`src/rtl/fcvt_int2fp_pipe.sv`:
```
// Two-stage flow-controlled integer to binary32 converter (fcvt.s.w/wu/l/lu).
// Stage 1 captures sign, magnitude and leading-zero count; stage 2 normalises, rounds and packs.
module fcvt_int2fp_pipe #(
    parameter int XLEN  = 32,
    parameter int TAG_W = 5
) (
    input  logic             clk,
    input  logic             rstn,
    input  logic             in_valid,
    output logic             in_ready,
    input  logic [XLEN-1:0]  in_x,
    input  logic             in_unsigned,
    input  logic [2:0]       in_rm,
    input  logic [TAG_W-1:0] in_tag,
    output logic             out_valid,
    input  logic             out_ready,
    output logic [31:0]      out_y,
    output logic             out_nx,
    output logic [TAG_W-1:0] out_tag
);

    localparam int LZW = $clog2(XLEN + 1);

    localparam logic [2:0] RM_RTZ = 3'd1;
    localparam logic [2:0] RM_RDN = 3'd2;
    localparam logic [2:0] RM_RUP = 3'd3;
    localparam logic [2:0] RM_RMM = 3'd4;

    function automatic logic [LZW-1:0] lzc(input logic [XLEN-1:0] v);
        logic [LZW-1:0] cnt;
        logic           found;
        cnt   = '0;
        found = 1'b0;
        for (int i = XLEN - 1; i >= 0; i--) begin
            found = found | v[i];
            cnt   = cnt + {{(LZW-1){1'b0}}, ~found};
        end
        return cnt;
    endfunction

    logic             adv_s;
    logic             in_sign_s;
    logic [XLEN-1:0]  in_mag_s;

    logic             s1_valid_r;
    logic             s1_sign_r;
    logic             s1_zero_r;
    logic [XLEN-1:0]  s1_mag_r;
    logic [LZW-1:0]   s1_lz_r;
    logic [2:0]       s1_rm_r;
    logic [TAG_W-1:0] s1_tag_r;

    logic [XLEN-2:0]  norm_s;
    logic [22:0]      frac_s;
    logic             guard_s;
    logic             sticky_s;
    logic             inc_s;
    logic             carry_s;
    logic [22:0]      mant_s;
    logic [7:0]       exp_s;
    logic [31:0]      y_s;
    logic             nx_s;

    logic             out_valid_r;
    logic [31:0]      out_y_r;
    logic             out_nx_r;
    logic [TAG_W-1:0] out_tag_r;

    // A single advance signal freezes the whole pipe, empty stages included.
    assign adv_s     = ~out_valid_r | out_ready;
    assign in_ready  = adv_s;
    assign out_valid = out_valid_r;
    assign out_y     = out_y_r;
    assign out_nx    = out_nx_r;
    assign out_tag   = out_tag_r;

    // Stage 1 combinational: sign and magnitude (most negative value maps to 2^(XLEN-1)).
    always_comb begin
        in_sign_s = ~in_unsigned & in_x[XLEN-1];
        if (in_sign_s) begin
            in_mag_s = ~in_x + {{(XLEN-1){1'b0}}, 1'b1};
        end else begin
            in_mag_s = in_x;
        end
    end

    // Stage 1 register: captures the operand only on an accepted transfer.
    always_ff @(posedge clk or negedge rstn) begin
        if (!rstn) begin
            s1_valid_r <= 1'b0;
            s1_sign_r  <= 1'b0;
            s1_zero_r  <= 1'b0;
            s1_mag_r   <= '0;
            s1_lz_r    <= '0;
            s1_rm_r    <= 3'd0;
            s1_tag_r   <= '0;
        end else if (adv_s) begin
            s1_valid_r <= in_valid;
            if (in_valid) begin
                s1_sign_r <= in_sign_s;
                s1_zero_r <= (in_mag_s == {XLEN{1'b0}});
                s1_mag_r  <= in_mag_s;
                s1_lz_r   <= lzc(in_mag_s);
                s1_rm_r   <= in_rm;
                s1_tag_r  <= in_tag;
            end else begin
                s1_sign_r <= s1_sign_r;
            end
        end else begin
            s1_valid_r <= s1_valid_r;
        end
    end

    // Stage 2 combinational: normalise (leading one dropped), round and pack.
    always_comb begin
        norm_s   = (XLEN-1)'(s1_mag_r << s1_lz_r);
        frac_s   = norm_s[XLEN-2 -: 23];
        guard_s  = norm_s[XLEN-25];
        sticky_s = |norm_s[XLEN-26:0];
        inc_s    = 1'b0;
        case (s1_rm_r)
            RM_RTZ:  inc_s = 1'b0;
            RM_RDN:  inc_s = s1_sign_r & (guard_s | sticky_s);
            RM_RUP:  inc_s = ~s1_sign_r & (guard_s | sticky_s);
            RM_RMM:  inc_s = guard_s;
            default: inc_s = guard_s & (sticky_s | frac_s[0]);
        endcase
        {carry_s, mant_s} = {1'b0, frac_s} + {23'd0, inc_s};
        // Largest exponent is 127+63+1 = 191, so no overflow path exists.
        exp_s = 8'd127 + 8'(XLEN - 1) - 8'(s1_lz_r) + {7'd0, carry_s};
        if (s1_zero_r) begin
            y_s  = 32'd0;
            nx_s = 1'b0;
        end else begin
            y_s  = {s1_sign_r, exp_s, mant_s};
            nx_s = guard_s | sticky_s;
        end
    end

    // Output register: results hold while the consumer stalls.
    always_ff @(posedge clk or negedge rstn) begin
        if (!rstn) begin
            out_valid_r <= 1'b0;
            out_y_r     <= 32'd0;
            out_nx_r    <= 1'b0;
            out_tag_r   <= '0;
        end else if (adv_s) begin
            out_valid_r <= s1_valid_r;
            if (s1_valid_r) begin
                out_y_r   <= y_s;
                out_nx_r  <= nx_s;
                out_tag_r <= s1_tag_r;
            end else begin
                out_y_r   <= out_y_r;
            end
        end else begin
            out_valid_r <= out_valid_r;
        end
    end

endmodule

```
`config.mk`:
```
export PLATFORM = sky130hd
export DESIGN_NAME = fcvt_int2fp_pipe
export DESIGN_NICKNAME = d
export VERILOG_FILES = /design/src/rtl/fcvt_int2fp_pipe.sv
export SDC_FILE = /design/constraint.sdc
export NUM_CORES = 1
export LEC_CHECK = 0
export CAP_MARGIN = 20
export CORE_UTILIZATION = 58
export CTS_CLUSTER_SIZE = 12
export DETAILED_ROUTE_END_ITERATION = 6
export PLACE_DENSITY = 0.82
export REMOVE_ABC_BUFFERS = 1
export SLEW_MARGIN = 20
export SYNTH_ARGS = -nofsm -noshare
export SYNTH_HDL_FRONTEND = slang
export SYNTH_SLANG_ARGS = --single-unit
```
`constraint.sdc`:
```
create_clock -name clk -period 4.5 [get_ports clk]
set_input_delay 0.45 -clock clk [delete_from_list [all_inputs] [get_ports clk]]
set_output_delay 0.45 -clock clk [all_outputs]
set_load 0.01 [all_outputs]
```
==> run_1/flops_by_reg.png <==
Scale bar: 20 um.
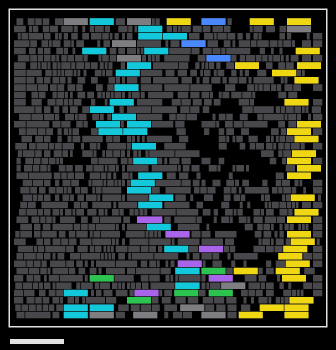
s1_rm_r: drawn in blue, placed flops 3. s1_tag_r: drawn in green, placed flops 5, where south. s1_lz_r: drawn in purple, placed flops 6, where south. out_y: drawn in yellow, placed flops 32, where a vertical strip on the right. s1_mag_r: drawn in cyan, placed flops 31.
Another 10 sequential cells are not colored.

==> run_1/layer_met2.png <==
Scale bar: 20 um.
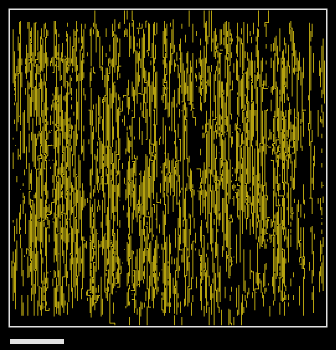
The longest straight run is 59.2 um. The layer holds 52% of the routed length.

==> run_1/congestion.png <==
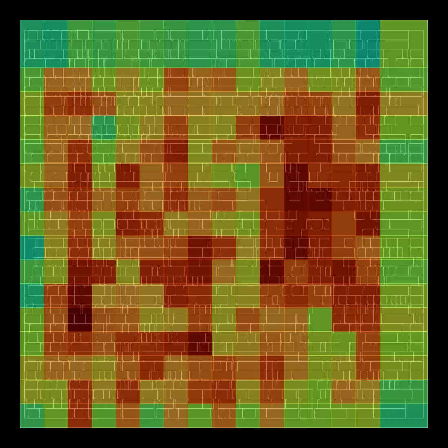
met2 Track Usage GR: 59.8%
most crowded layer after global routing: met2

==> run summary, run 1 <==
Physical implementation

The clock latency of the later-clocked register in the worst-skew pair is 0.36 ns. The flow ran to the end, but the final reports show violations. STA puts the critical path data required time at 4.72 ns. The slowest stage cell on the critical path is fa_1.

The met3 layer usage reported by global route is 4.27%. The peak ir drop on the vdd network is 0.209 mV. Cells fill 80.2% of the core in the end. The global route stage reports its total congestion overflow as 0. The max capacitance violation total is 0. After synthesis the netlist holds a flip-flop and latch count of 87. The number of nets in the layout is 1095. The detail route stage leaves a number of antenna-violating nets equal to 0. The total CTS buffers is 9. The initial antenna violation count is 0. The commonest register cell after synthesis is dfrtp_1. The die is 117 um tall. The max-slew violation total from the final report is 0. Entering global routing, the biggest net connects 88 pins. The static leakage power is 4.66 nW.

Yosys printed 0 warnings. Yosys reports a chip area of 7700 um^2. The setup clock skew after layout is 0.00708 ns. Global routing used 32.3% of the available tracks across all layers.

The nature of the critical path startpoint is a primary input. STA classifies the critical path endpoint as a flop. The share of flip-flops with an asynchronous set or reset is 100%. The total of fill cells in the finished design is 788. Along the worst path, the maximum fanout reaches 5. Including well taps, the total number of placed cells is 1158. The via count of the first global-routing pass was 6989. In the final layout, flip-flops and latches occupy 2180 um^2. The first global-routing pass estimated 33.8 mm of wire. For this run, the slowest stage of the critical path takes 0.57 ns.

In this run the power density over the cells is 399 nW/um^2. Measured along the x axis, the die boundary spans 117 um. The HPWL after detailed placement is 16.7 mm.

The critical path start-end classification is in -> reg. After detailed placement, the total cell area comes to 9500 um^2. The library cells used most frequently in the layout, excluding fill and tap cells, are buf_4 (153), nand2_1 (109), dfrtp_1 (86), clkdlybuf4s50_1 (57), o21ai_0 (53).

The cell that appears most often on the critical path is fa_2. The area overhead of the layout relative to synthesis is 33.1%. Of the synthesized area, sequential elements account for 28.3%. The number of core rows is 41. The final period demand of the worst path is 6.80 ns.

The fmax is 0.147 GHz. The CTS log lists the clock sinks for this run as 87. For this run, the detailed router's first-pass iteration total came to 6. The antenna diode instance count is 0. OpenROAD reports that the post-layout worst path occupies 151% of the period.

Averaged over all synthesized cells, the footprint is 9.48 um^2. The post-route netlist has 29.8% of its cells at a drive strength greater than 1. CTS reports a maximum clock tree buffer depth of 2.

The congestion estimate from routability-driven global placement came to 0.958. The finished cells cover 10200 um^2. The floorplan step records an initial core utilization of 60.3%. For this block, the routed nets add up to 22.3 mm of wire.

The remaining max-slew budget at the tightest pin is 47.0%. The final hold violation count recorded for this run is 0. The clock tree root buffer cell is clkbuf_16. The clock input transition at the sequential cells of the worst setup and hold paths is 0.07 ns. The count of final setup violators is 6. For this run, global-route usage on met1 was measured as 35.9%. The design draws 4.09 mW. The area of the die is 13700 um^2. The number of top-level pins is 85. The worst-margin pin slew is 0.795 ns. The post-detailed-route wirelength per cell is 18.7 um. The CTS tree is yes. Input and output buffers added on the ports amount to 84. The most numerous logic cell after layout is buf_4. Warnings raised by the tools during the run amount to 28.

The critical path data arrival time is 7.02 ns. The count of distinct cell types in the synthesized netlist is 86. The cell area after technology mapping is 7700 um^2. The min-delay analysis places its worst path in the category in -> async. The post-synth count of flops with an enable pin is 0.

Summing over every cut layer, the via total after detailed routing is 7195. The area of the core is 12800 um^2. The H-tree depth reported by CTS is 3. The setup slack after layout is -2.30 ns. Excluding fillers, the count of instances in the completed layout stands at 1190. Per the post-synthesis report, the number of cells in the design is 812. The area taken by multi-input combinational cells is reported as 5320 um^2.

Setup repair after global routing could not meet its margin everywhere. The count of unresolved DRC violations after routing is 0. The final reports fail on setup timing.

For this design, Yosys synthesis ends with a cell count of 812. The detailed router's first-iteration violation count is 509. The per-cell via count in the routed design is 6.05.
## run 1: cell usage after synthesis (15+ instances only)
cell	number	area share [%]
nand2_1	111	5.4
dfrtp_1	87	28
nor2_1	47	2.3
inv_1	40	2.0
nand3_1	15	0.98
nor3_1	17	1.1
a21oi_1	22	1.4
xnor2_1	26	3.0
clkbuf_1	26	1.3
o21ai_0	58	3.8
xor2_1	26	3.0
fa_1	23	6.0
mux2_2	27	4.0
mux2i_1	33	4.3
## run 1: final cells by class
class | instances | area share (%)
clock buffers | 10 | 2.33
multi-input cells | 630 | 51.9
repair buffers | 242 | 20.3
inverters | 43 | 1.58
clock inverters | 6 | 0.501
well taps | 172 | 2.10
flip-flops and latches | 87 | 21.3
## run 1: cells by family after synthesis
group / synth area share [%]
xor gates and xnor gates: 5.92
muxes: 16.8
AOI/OAI and AO/OA: 14.6
DFF: 28.3
buffers and inverters: 6.28
adders and majority gates: 8.39
and+or+nand+nor: 19.7
## run 1: flip-flops by register name (all words and copies together) (netlist names)
register	count
out_nx	1
out_tag	5
s1_lz_r	6
s1_zero_r	1
s1_rm_r	3
s1_mag_r	31
s1_valid_r	1
out_y	32
s1_tag_r	5
s1_sign_r	1
out_valid	1
## run 1: where the power goes
part	switching [mW]	internal, mW	total, mW
Sequential	0.182	1.00	1.18
Clock	0.337	0.399	0.736
Combinational	1.07	1.10	2.17
Total	1.59	2.50	4.09
## run 1: path summary, 6_finish.rpt
kind,from,end,slack [ns],depth (start not counted)
max in group asynchronous,rstn,s1_lz_r[0],3.79,1
min reg2reg,out_y[8],out_y[8],0.48,2
min,rstn,out_y[27],0.16,1
min in group clk,out_y[8],out_y[8],0.48,2
max,in_x[19],s1_lz_r[4],-2.30,26
max reg2reg,s1_lz_r[0],out_y[28],0.37,13
## run 1: timing repair
action                                  in CTS  in global routing
hold buffers                                 0                  0
pin swaps                                   25                 45
gates resized                               47                 59
endpoints found under the setup margin       6                  6
setup buffers                                8                  8
## run 1: routing by layer
metal	up-vias	wire, um
li1	3347	-
met1	3478	8710
met2	283	11600
met3	87	885
met4	0	1120
met5	-	0
## run 1: per-stage QoR
stage / setup slack, ns / TNS, ns / hold slack (ns)
3_5_place_dp: -3.11 / -17.27 / 0.470
6_report: -2.30 / -12.67 / 0.155
3_3_place_gp: -2.90 / -16.00 / 0.449
2_1_floorplan: -2.88 / -17.02 / 0.154
4_1_cts: -2.37 / -12.94 / 0.330
5_1_grt: -2.55 / -14.14 / 0.222
## run 1: worst max-delay path: cells and delay by family
family | cells | cell delay [ns]
XOR/XNOR | 1 | 0.17
adder cells (fa/ha/maj) | 8 | 3.59
AND-OR/OR-AND | 5 | 0.80
buffers and inverters | 6 | 0.92
AND/OR/NAND/NOR | 6 | 1.09
==> run 2, diff against run 1 <==
--- a/config.mk
+++ b/config.mk
@@ -6,10 +6,11 @@
 export NUM_CORES = 1
 export LEC_CHECK = 0
 export CAP_MARGIN = 20
-export CORE_UTILIZATION = 58
+export CORE_UTILIZATION = 59
+export CTS_BUF_LIST = sky130_fd_sc_hd__clkbuf_4
 export CTS_CLUSTER_SIZE = 12
 export DETAILED_ROUTE_END_ITERATION = 6
-export PLACE_DENSITY = 0.82
+export PLACE_DENSITY = 0.83
 export REMOVE_ABC_BUFFERS = 1
 export SLEW_MARGIN = 20
 export SYNTH_ARGS = -nofsm -noshare
==> run_2/flops_by_reg.png <==
Scale bar: 20 um.
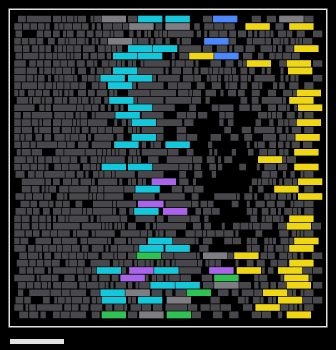
s1_tag_r: drawn in green, placed flops 5, where south. s1_mag_r: drawn in cyan, placed flops 31, where a vertical strip down the middle. out_y: drawn in yellow, placed flops 32, where a vertical strip on the right. s1_lz_r: drawn in purple, placed flops 6, where south. s1_rm_r: drawn in blue, placed flops 3.
Another 10 sequential cells are not colored.

==> run 2 against run 1 <==
Net effect:
- the run ends with DRC, hold timing, setup timing left
- largest cell class unchanged
- synthesized area is the same
- flip-flop count is the same
- register-to-register slack worse by 0.10 ns
- critical path type unchanged
- sequential power barely moved
- power shrank 5.8%
- sequential share of layout area is 0.080 points lower
- highest routed layer unchanged
==> run summary, run 2 <==
Physical implementation

The library cells used most frequently in the layout, excluding fill and tap cells, are buf_4 (174), nand2_1 (108), dfrtp_1 (86), clkdlybuf4s50_1 (59), o21ai_0 (55). The post-detailed-route wirelength per cell was 20.7 um (+11%). The setup clock skew after layout is 0.0232 ns (+0.0162 ns). The clock input transition at the sequential cells of the worst setup and hold paths is 0.15 ns (+0.08 ns). Looking at the gate-level netlist, the highest instance count belongs to nand2_1. The max capacitance violation total is 0 (unchanged). The initial antenna violation count is 0 (unchanged). The setup TNS after final layout is -12.93 ns (-0.266 ns). The final period demand of the worst path is 6.81 ns (+0.00677 ns). The ratio of final minimum period to clock period was 151% (about the same). The total CTS buffers is 9 (unchanged). Among all flip-flop cells after synthesis, the most frequent one is dfrtp_1.

The iteration count of the initial detailed-routing pass came to 7 (+1). The proportion of layout cells with a drive suffix above 1 is 31.4% (+1.6 points). The number of core rows is 41 (unchanged). The post-synthesis share of cell area spent on full adders, half adders and majority gates is 8.39% (unchanged). The effective utilization at floorplan is 60.7% (+0.49 points). The clock latency of the later-clocked register in the worst-skew pair is 0.47 ns (+0.11 ns).

The final reports fail on DRC, hold timing, setup timing. The total power of the final layout is 3.85 mW (-5.8%). The area occupied by multi-input gates is 5360 um^2 (+0.80%). The delay of the slowest critical-path stage was 0.53 ns (-0.04 ns).

The total congestion overflow after global routing is 0 (unchanged). The slowest stage cell on the critical path is fa_1. The worst setup slack for register-to-register paths is 0.27 ns (-0.10 ns).

The sequential-to-total area share from yosys stat was 28.3% (unchanged). The required time of the worst setup path was 4.88 ns (+0.16 ns). The top logic cell family in the synthesized netlist is simple AND/OR/NAND/NOR gates. The number of hold violations in the final report was 12 (+12). The maximum buffer depth of the clock tree is 2 (unchanged). The fraction of synthesized cell area taken by the top area cell type is 28.3% (unchanged). The cell type that accounts for the most area after synthesis is dfrtp_1. The complex-gate fraction of the synthesized area is 14.6% (unchanged). The area of the die was 13500 um^2 (-1.7%).

The worst-margin pin slew is 0.802 ns (+0.00709 ns). The number of top-level pins is 85 (unchanged). The detailed router's first-iteration violation count is 756 (+49%). The number of flip-flops and latches in the synthesized netlist was 87 (unchanged). Setup repair after global routing could not meet its margin everywhere. The horizontal extent of the die is 116 um (-0.84%). The run finished, with violations left. The setup slack after layout was -2.31 ns (-0.00677 ns). The CTS tree is yes. The total of fill cells in the finished design is 783 (-0.63%). The routability congestion estimate from global placement came to 0.908 (-5.2%). The cell count in the Yosys report is 812 (unchanged).

The number of sinks on the clock net is 87 (unchanged). The static leakage power is 4.60 nW (-1.3%). The count of distinct cell types in the synthesized netlist is 86 (unchanged). The HPWL after detailed placement is 17.2 mm (+3.1%). The post-placement setup slack is -3.12 ns (-0.0126 ns). The power density of the placed cells was 374 nW/um^2 (-6.2%). The count of warnings emitted by yosys is 0 (unchanged). The combined flip-flop and latch cell area is 2180 um^2 (unchanged). The area overhead of the layout relative to synthesis is 33.6%. The multiplexer share of the synthesized area is 16.8% (unchanged). The H-tree depth reported by CTS is 3 (unchanged). The count of nets left with antenna violations after detail routing is 0 (unchanged).

The overall routing resource usage is 36.5% (+4.2 points). The cell area after technology mapping was 7700 um^2 (unchanged). The number of enable flip-flop cells was 0 (unchanged). The area of the core is 12700 um^2 (-0.80%). The count of vias placed by the detailed router is 7561 (+5.1%). The critical path start-end classification is in -> reg. The count of unresolved DRC violations after routing came to 1 (+1). The number of port buffers is 84 (unchanged). The share of flip-flops with an asynchronous set or reset was 100% (unchanged). The post-layout utilization of the core is 81.2% (+0.96 points). STA classifies the critical path startpoint as a primary input. The tree is rooted in a clkbuf_4. The instance tally after logic synthesis is 812 (unchanged). The critical path data arrival time came to 7.18 ns (+0.16 ns). The post-synthesis average cell area is 9.48 um^2 (unchanged). The height of the die is 116 um (-0.84%). The antenna diode instance count is 0 (unchanged). The post-synthesis share of cell area spent on xor and xnor gates was 5.92% (unchanged). The sort of element at the end of the critical path is a flop. The peak ir drop on the vdd network came to 0.162 mV (-22%).

The area fraction in and, or, nand and nor cells after synthesis is 19.7% (unchanged). The instance area at placement is 9480 um^2 (-0.24%). The count of final setup violators was 6 (unchanged). The max-slew violation total from the final report was 0 (unchanged).

The library cell appearing most often on the critical path is buf_4. The final cell area excluding filler cells is 10300 um^2 (+0.38%). The fmax came to 0.147 GHz (about the same). The largest fanout on the critical path is 2 (-3).

The final-layout worst hold slack is -0.0124 ns (-0.168 ns). The number of flip-flops in the largest register is 32 (unchanged). The largest net degree at the start of global routing is 88 (unchanged).

The via count of the first global-routing pass is 7586 (+8.5%). The per-cell via count in the routed design is 6.23 (+3.0%). The class of the most critical hold timing path is in -> async. The remaining max-slew budget at the tightest pin is 46.5% (-0.47 points).

The first-pass GRT wire length is 37.9 mm (+12%). The number of nets in the layout came to 1119 (+2.2%). The OpenROAD warning count is 28 (unchanged). The total wire length after detailed routing is 25.1 mm (+13%).

The Yosys chip area is 7700 um^2 (unchanged). Per the cell usage report, the commonest logic cell in the layout is buf_4. The synthesis run shows the most used standard cells to be nand2_1 (111), dfrtp_1 (87), o21ai_0 (58). The main area contributors are dfrtp_1 (28%), fa_1 (6.0%), nand2_1 (5.4%).
## run 2: cell families after synthesis
group / after synthesis
mux: 87
xor+xnor: 52
buf+inv: 95
simple gates: 285
compound gates: 168
fa+ha+maj: 38
flops: 87
## run 2: cell type report
type | instances | share of cell area [%]
timing repair buffer | 266 | 21.7
sequential | 87 | 21.2
clock buffer | 9 | 0.657
tap | 172 | 2.09
inverter | 43 | 1.57
clock inverter | 7 | 0.694
multi-input combinational | 630 | 52.1
## run 2: critical path, delay by kind of cell
family                   cells  cell delay (ns)
AND-OR/OR-AND                4             0.50
XOR/XNOR                     1             0.15
adder cells (fa/ha/maj)      7             3.03
buffers and inverters       22             2.72
AND/OR/NAND/NOR              3             0.34
## run 2: metrics by stage
stage                     std cells  hold WS (ns)
after floorplan                 760         0.154
after global placement         1155         0.456
after detailed placement       1155         0.467
after CTS                      1207         0.192
after global routing           1214        0.0615
final                          1214       -0.0124
## run 2: worst paths after layout
| check | start | end | cells past startpoint |
|---|---|---|---|
| worst max-delay path | in_x[1] | s1_lz_r[4] | 37 |
| worst min-delay path | rstn | out_y[19] | 1 |
| worst max register to register | s1_lz_r[0] | out_y[28] | 16 |
| worst min register to register | out_y[28] | out_y[28] | 2 |
| max in group asynchronous | rstn | s1_lz_r[0] | 1 |
| min in group clk | in_x[12] | s1_mag_r[12] | 4 |
## run 2: report_power, final
group | switching, mW | internal (mW)
registers | 0.191 | 0.997
clock network | 0.289 | 0.169
logic | 1.10 | 1.10
## run 2: per-layer routing
layer	track usage, %	routed length (um)	share of wire, %	up-vias
met5	0	0	0	-
met4	20.4	1150	4.6	0
met3	3.48	1330	5.3	105
met2	67.1	13200	52	370
met1	41.7	9480	38	3682
li1	-	-	-	3404
## run 2: what timing repair did
action / in CTS / in global routing
gates resized: 73 / 43
endpoints found under the setup margin: 6 / 7
pin swaps: 35 / 24
hold buffers: 0 / 0
setup buffers: 36 / 8
Power figures rest on the tool's default switching activity, not on a simulated workload.
